<file path="config.mk">
export PLATFORM = sky130hd
export DESIGN_NAME = wb_stage
export DESIGN_NICKNAME = d
export VERILOG_FILES = /design/src/rtl/wb_stage.sv
export SDC_FILE = /design/constraint.sdc
export NUM_CORES = 1
export LEC_CHECK = 0
export CAP_MARGIN = 20
export CORE_MARGIN = 4
export CORE_UTILIZATION = 45
export CTS_CLUSTER_DIAMETER = 120
export DETAILED_ROUTE_END_ITERATION = 12
export PLACE_DENSITY = 0.9
export RECOVER_POWER = 25
export SLEW_MARGIN = 25
export SYNTH_ARGS = -nofsm -noshare
export SYNTH_HDL_FRONTEND = slang
export SYNTH_SLANG_ARGS = --single-unit
</file>
<file path="constraint.sdc">
create_clock -name clk -period 5.1 [get_ports clk]
set_clock_uncertainty 0.05 [all_clocks]
set_input_delay 0.765 -clock clk [delete_from_list [all_inputs] [get_ports clk]]
set_output_delay 0.765 -clock clk [all_outputs]
set_load 0.05 [all_outputs]
</file>
<file path="src/rtl/wb_stage.sv">
// Writeback stage of the RV32I core: selects ALU/load/PC+4/immediate results,
// extracts load data and drives the register-file write port.

package type_pkg;
  localparam int XLEN = 32;
  typedef logic [XLEN-1:0] data_t;
  typedef logic [XLEN-1:0] addr_t;
endpackage

package wb_stage_pkg;
  typedef enum logic [1:0] {
    SEL_WB_ALU = 2'd0,
    SEL_WB_MEM = 2'd1,
    SEL_WB_PC4 = 2'd2,
    SEL_WB_IMM = 2'd3
  } sel_wb_t;
endpackage

module wb_stage
  import type_pkg::data_t;
  import type_pkg::addr_t;
  import wb_stage_pkg::*;
#(
  parameter int XLEN = 32
) (
  input  logic        clk,
  input  logic        rst,
  input  logic        flush,
  input  logic        in_valid,
  output logic        in_ready,
  input  addr_t       pc,
  input  data_t       alu_result,
  input  data_t       imm,
  input  sel_wb_t     select,
  input  logic [4:0]  rd_addr,
  input  logic        reg_write,
  input  logic [2:0]  load_funct3,
  input  logic        dmem_rvalid,
  input  data_t       dmem_rdata,
  output logic        rf_we,
  output logic [4:0]  rf_waddr,
  output data_t       rf_wdata,
  output logic        busy
);

  typedef enum logic {IDLE, WAIT_MEM} state_t;

  state_t     state, state_n;
  logic       we_n;
  logic [4:0] waddr_n;
  data_t      wdata_n;

  logic [4:0] ld_rd, ld_rd_n;
  logic       ld_rw, ld_rw_n;
  logic [2:0] ld_f3, ld_f3_n;
  logic [1:0] ld_off, ld_off_n;

  logic [XLEN-1:0] load_val;

  // Unknown funct3 encodings fall through to a full-word load.
  function automatic data_t extract(input data_t word, input logic [2:0] f3,
                                    input logic [1:0] off);
    logic [7:0]  b;
    logic [15:0] h;
    data_t       r;
    b = word[{off, 3'b000} +: 8];
    h = off[1] ? word[31:16] : word[15:0];
    case (f3)
      3'b000:  r = {{24{b[7]}}, b};
      3'b100:  r = {24'd0, b};
      3'b001:  r = {{16{h[15]}}, h};
      3'b101:  r = {16'd0, h};
      default: r = word;
    endcase
    return r;
  endfunction

  assign load_val = extract(dmem_rdata, ld_f3, ld_off);
  assign in_ready = (state == IDLE) && !flush;
  assign busy     = (state == WAIT_MEM);

  always_ff @(posedge clk) begin
    if (rst) begin
      state    <= IDLE;
      rf_we    <= 1'b0;
      rf_waddr <= '0;
      rf_wdata <= '0;
      ld_rd    <= '0;
      ld_rw    <= 1'b0;
      ld_f3    <= '0;
      ld_off   <= '0;
    end else begin
      state    <= state_n;
      rf_we    <= we_n;
      rf_waddr <= waddr_n;
      rf_wdata <= wdata_n;
      ld_rd    <= ld_rd_n;
      ld_rw    <= ld_rw_n;
      ld_f3    <= ld_f3_n;
      ld_off   <= ld_off_n;
    end
  end

  // Write address/data only move when a write is issued, so they hold otherwise.
  always_comb begin
    state_n  = state;
    we_n     = 1'b0;
    waddr_n  = rf_waddr;
    wdata_n  = rf_wdata;
    ld_rd_n  = ld_rd;
    ld_rw_n  = ld_rw;
    ld_f3_n  = ld_f3;
    ld_off_n = ld_off;
    if (flush) begin
      state_n = IDLE;
    end else begin
      case (state)
        IDLE: begin
          if (in_valid) begin
            if (select == SEL_WB_MEM) begin
              ld_rd_n  = rd_addr;
              ld_rw_n  = reg_write;
              ld_f3_n  = load_funct3;
              ld_off_n = alu_result[1:0];
              state_n  = WAIT_MEM;
            end else begin
              we_n = reg_write && (rd_addr != 5'd0);
              if (we_n) begin
                waddr_n = rd_addr;
                case (select)
                  SEL_WB_PC4: wdata_n = pc + 32'd4;
                  SEL_WB_IMM: wdata_n = imm;
                  default:    wdata_n = alu_result;
                endcase
              end
            end
          end
        end
        WAIT_MEM: begin
          if (dmem_rvalid) begin
            we_n    = ld_rw && (ld_rd != 5'd0);
            state_n = IDLE;
            if (we_n) begin
              waddr_n = ld_rd;
              wdata_n = load_val;
            end
          end
        end
        default: state_n = IDLE;
      endcase
    end
  end

endmodule

</file>
==> Slide: Implementation Results <==
Key Metrics from the Run

Status
  – Run status: finished, final reports clean

Timing
  – Setup violations, final: 0
  – Post-layout period usage: 0.725
  – Transition time at the pin with the least slew margin: ~960 ps
  – Unrepaired setup endpoints after global routing: false
  – Worst slew slack as a fraction of its limit: 0.357
  – Post-route minimum period: approximately 3700 ps

Critical path
  – Type of origin of the critical path: input pin
  – Highest fanout seen on the critical path: 31
  – Critical Path Slowest Stage Cell: sky130_fd_sc_hd__clkinv_1
  – WS Path Type: input pin to flop
  – Delay-heaviest family, CP: buffers and inverters
  – Buf/Inv on CP: 2
  – Endpoint type of the worst setup path: flop
  – Required time at the endpoint of the critical path: about 5300 ps
  – Arrival time reported for the critical path endpoint: a little under 4000 ps
  – Cell breakdown of the critical path: clkdlybuf4s50_1, clkinv_1, a221o_1, a311oi_1, nor3_1, a22o_1

Die
  – Standard-cell rows: 34
  – Die width: 102 um
  – Vertical die dimension: ~100 um
  – Top-Level Pins: about 180
  – Die area: around 10000 um2

Power
  – Max IR drop VDD: ~0.12 mV
  – LEAKAGE: 0.00208 uW

Synthesis
  – FFs w/ async S/R, synth: 0
  – Synth cell types: about 65
  – Number of enable-type register cells in the synthesized netlist: 0
  – Biggest area consumer among synthesized cells: sky130_fd_sc_hd__dfxtp_1
  – Post-Syn Area: 4000 um2
  – Number of synthesized register bits: 50
  – Yosys warning tally: 0
  – Yosys synthesis chip area: 4000 um2
  – Synth Instances: between 500 and 600
  – Cell total in the yosys stat output: ~520
  – Most frequently used cell type in the post-synthesis netlist: sky130_fd_sc_hd__dfxtp_1
  – Net Count, Synth: around 660
  – Most area-consuming cells after synthesis: sky130_fd_sc_hd__dfxtp_1 25%, sky130_fd_sc_hd__mux2i_1 8.3%, sky130_fd_sc_hd__a211oi_1 5.6%
  – Synthesized area per cell: about 7.7 um2
  – Top_reg_cell synth: sky130_fd_sc_hd__dfxtp_1
  – Max-area cell share: 0.250
  – Commonest cells in the netlist: 50 x sky130_fd_sc_hd__dfxtp_1, 47 x sky130_fd_sc_hd__nor2_1, 39 x sky130_fd_sc_hd__o21ai_0
  – Synth Seq Share: 0.250

Final layout
  – Number of standard cells in the final layout excluding fillers: a little under 800
  – Final core utilization: 0.677
  – Count of antenna diodes in the layout: 0
  – Fillers: 740
  – Layout cells sized above 1: 0.0417
  – Net total in the final layout: 815
  – Layout area overhead: 46.9%

Detailed routing
  – Number of design rule violations left after detail routing: 0
  – Routed length per placed instance: between 20 and 25 um
  – First DRT Iteration DRCs: 448
  – Via-per-instance ratio: ~6.5
  – Detailed Routing Iterations Pass 1: 5
  – Via count: 5071

Clocking
  – Number of buffers inserted by post-CTS setup repair: 0
  – Number of gates resized after CTS: 0
  – CTS Buf Count: 5
  – Insertion delay to the later sink of the worst-skew pair: around 310 ps
  – Number of H-tree branching levels: 2
  – Bufs on Longest Clock Path: 2
  – Clock Tree Root: sky130_fd_sc_hd__clkbuf_8
  – Clock-pin slew of the registers on the worst-case setup and hold paths: roughly 90 ps
  – TritonCTS clock tree: yes

Placed design
  – # placed instances: around 770
  – Routability congestion estimate from global placement: around 0.96
  – Quantity of I/O buffers inserted on ports: 183
  – Pre-CTS setup slack: between 1000 and 1500 ps
  – Estimated wirelength of the detail-placed design: 12600 um

Hold path
  – Type of the most critical hold path: flop to flop

Job
  – Number of violations of the max-capacitance limit: 0
  – Tool warnings: 26

Global route
  – GRT Resource Usage Total: 0.296
  – Pin count of the biggest net entering global routing: approximately 50
  – Total global routing overflow: 0
==> cell families after synthesis <==
| logic type | after synthesis | synth area share |
|---|---|---|
| AOI/OAI and AO/OA | 176 | 0.316 |
| xor gates and xnor gates | 9 | 0.0197 |
| adders and majority gates | 1 | 0.00313 |
| buffers and inverters | 55 | 0.0688 |
| DFF | 50 | 0.250 |
| muxes | 35 | 0.0882 |
| and+or+nand+nor | 191 | 0.255 |
==> cell usage in the layout (no fill, tap or decap), drive strengths merged, types with 3 or more instances in the layout <==
cell	synthesis	routed
nor2	47	47
nand2b	11	11
a32o	11	11
nor2b	7	7
clkbuf	32	6
dlygate4sd3	0	22
a311oi	5	5
nor4	11	11
nor3	20	20
inv	13	12
buf	10	5
mux2i	33	33
a211oi	30	30
nand4	10	10
o311a	3	3
o22ai	4	4
and4	4	4
clkdlybuf4s50	0	161
and3	4	4
o211ai	4	4
nand3	19	19
o21ai	40	40
xnor2	7	7
dfxtp	50	50
nand3b	5	5
o311ai	3	3
a221oi	21	21
a21oi	26	26
o31ai	10	10
and2	10	10
or3	6	6
nand2	30	30
==> per-stage QoR <==
step | cell area, um2 | hold WS (ps) | power (uW)
2_1_floorplan | 4000 | 413 | 580
3_3_place_gp | 5780 | 394 | 764
3_5_place_dp | 5780 | 398 | 769
4_1_cts | 5880 | 410 | 1010
5_1_grt | 5880 | 440 | 1040
6_report | 5880 | 417 | 1010
==> state kept, by name, summed over array words and instances, names as in the netlist <==
| register | flops |
|---|---|
| ld_off | 2 |
| ld_rd | 5 |
| rf_we | 1 |
| ld_f3 | 3 |
| rf_wdata | 32 |
| ld_rw | 1 |
| busy | 1 |
| rf_waddr | 5 |
==> area by class of cell <==
type	instances	area [um2]	share of cell area
multi-input cells	412	2730	0.464
repair buffers	188	1870	0.318
flip-flops and latches	50	1000	0.171
well taps	108	135	0.0230
clock buffers	6	82.6	0.0140
inverters	13	48.8	0.00830
clock inverters	2	12.5	0.00213
==> metal layers <==
metal  GRT usage  vias to the layer above  wire length [um]
met4      0.0989                        0               565
met5           0                        -                 0
met1       0.384                     2360              6360
li1            -                     2299                 -
met2       0.500                      355              7540
met3      0.0485                       57              1680
==> final timing paths <==
path                       startpoint                   endpoint  slack (ps)  cells after the start
max                         select[1]  rf_wdata[15]$_SDFFE_PP0P_        1400                      6
min          rf_wdata[4]$_SDFFE_PP0P_   rf_wdata[4]$_SDFFE_PP0P_         420                      2
max reg2reg    ld_off[1]$_SDFFE_PP0P_   rf_wdata[8]$_SDFFE_PP0P_        2360                      5
min reg2reg  rf_wdata[4]$_SDFFE_PP0P_   rf_wdata[4]$_SDFFE_PP0P_         420                      2
==> worst register-to-register path: cells and delay by family, from the launching register on <==
| family | cells | cell delay [ps] |
|---|---|---|
| AND-OR/OR-AND | 3 | 1100 |
| flip-flops | 1 | 750 |
| multiplexers | 1 | 450 |
| AND/OR/NAND/NOR | 1 | 290 |
==> where the power goes <==
| group | leakage (uW) | total, uW | internal, uW | switching [uW] |
|---|---|---|---|---|
| clock network | 0.0000472 | 244 | 109 | 135 |
| logic | 0.00162 | 346 | 169 | 177 |
| registers | 0.000407 | 417 | 403 | 13.6 |
| total | 0.00208 | 1010 | 682 | 326 |
Clock routing:
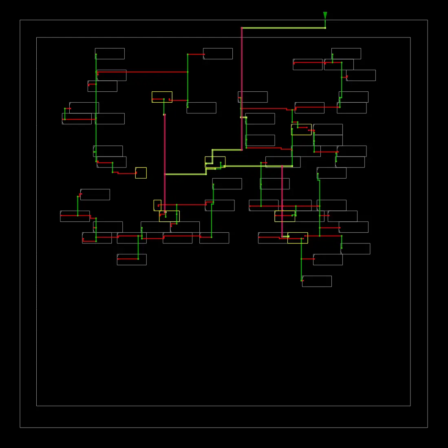
number of clock buffers in the layout: 6
number of clock sinks: 50

Metal 2:
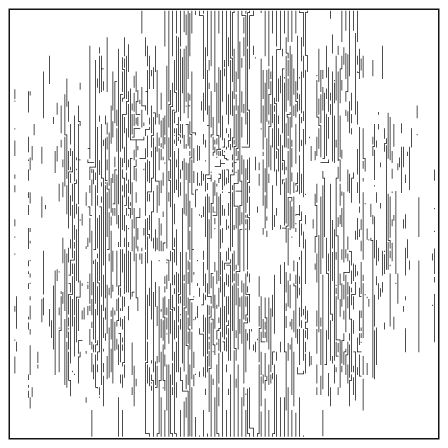
share of all routed wire: 47%
wire length on this layer: 7540 um
longest straight run: 43.5 um
nets with wire on the layer: 740
main direction: vertical

Cell classes on the final placement:
Scale bar: 20 um. Fill, decap, tap and diode cells in gray.
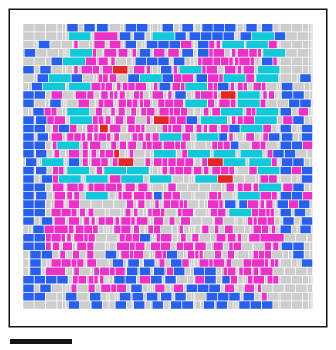
[blue] other buffers and delay cells | cells: 188 | share of their area: 33%
[magenta] all other logic | cells: 425 | share of their area: 48%
[cyan] flip-flops | cells: 50 | share of their area: 17%
[red] clock drivers and dummy loads | cells: 8 | share of their area: 1.7%

Power and IR drop assume default switching activity.
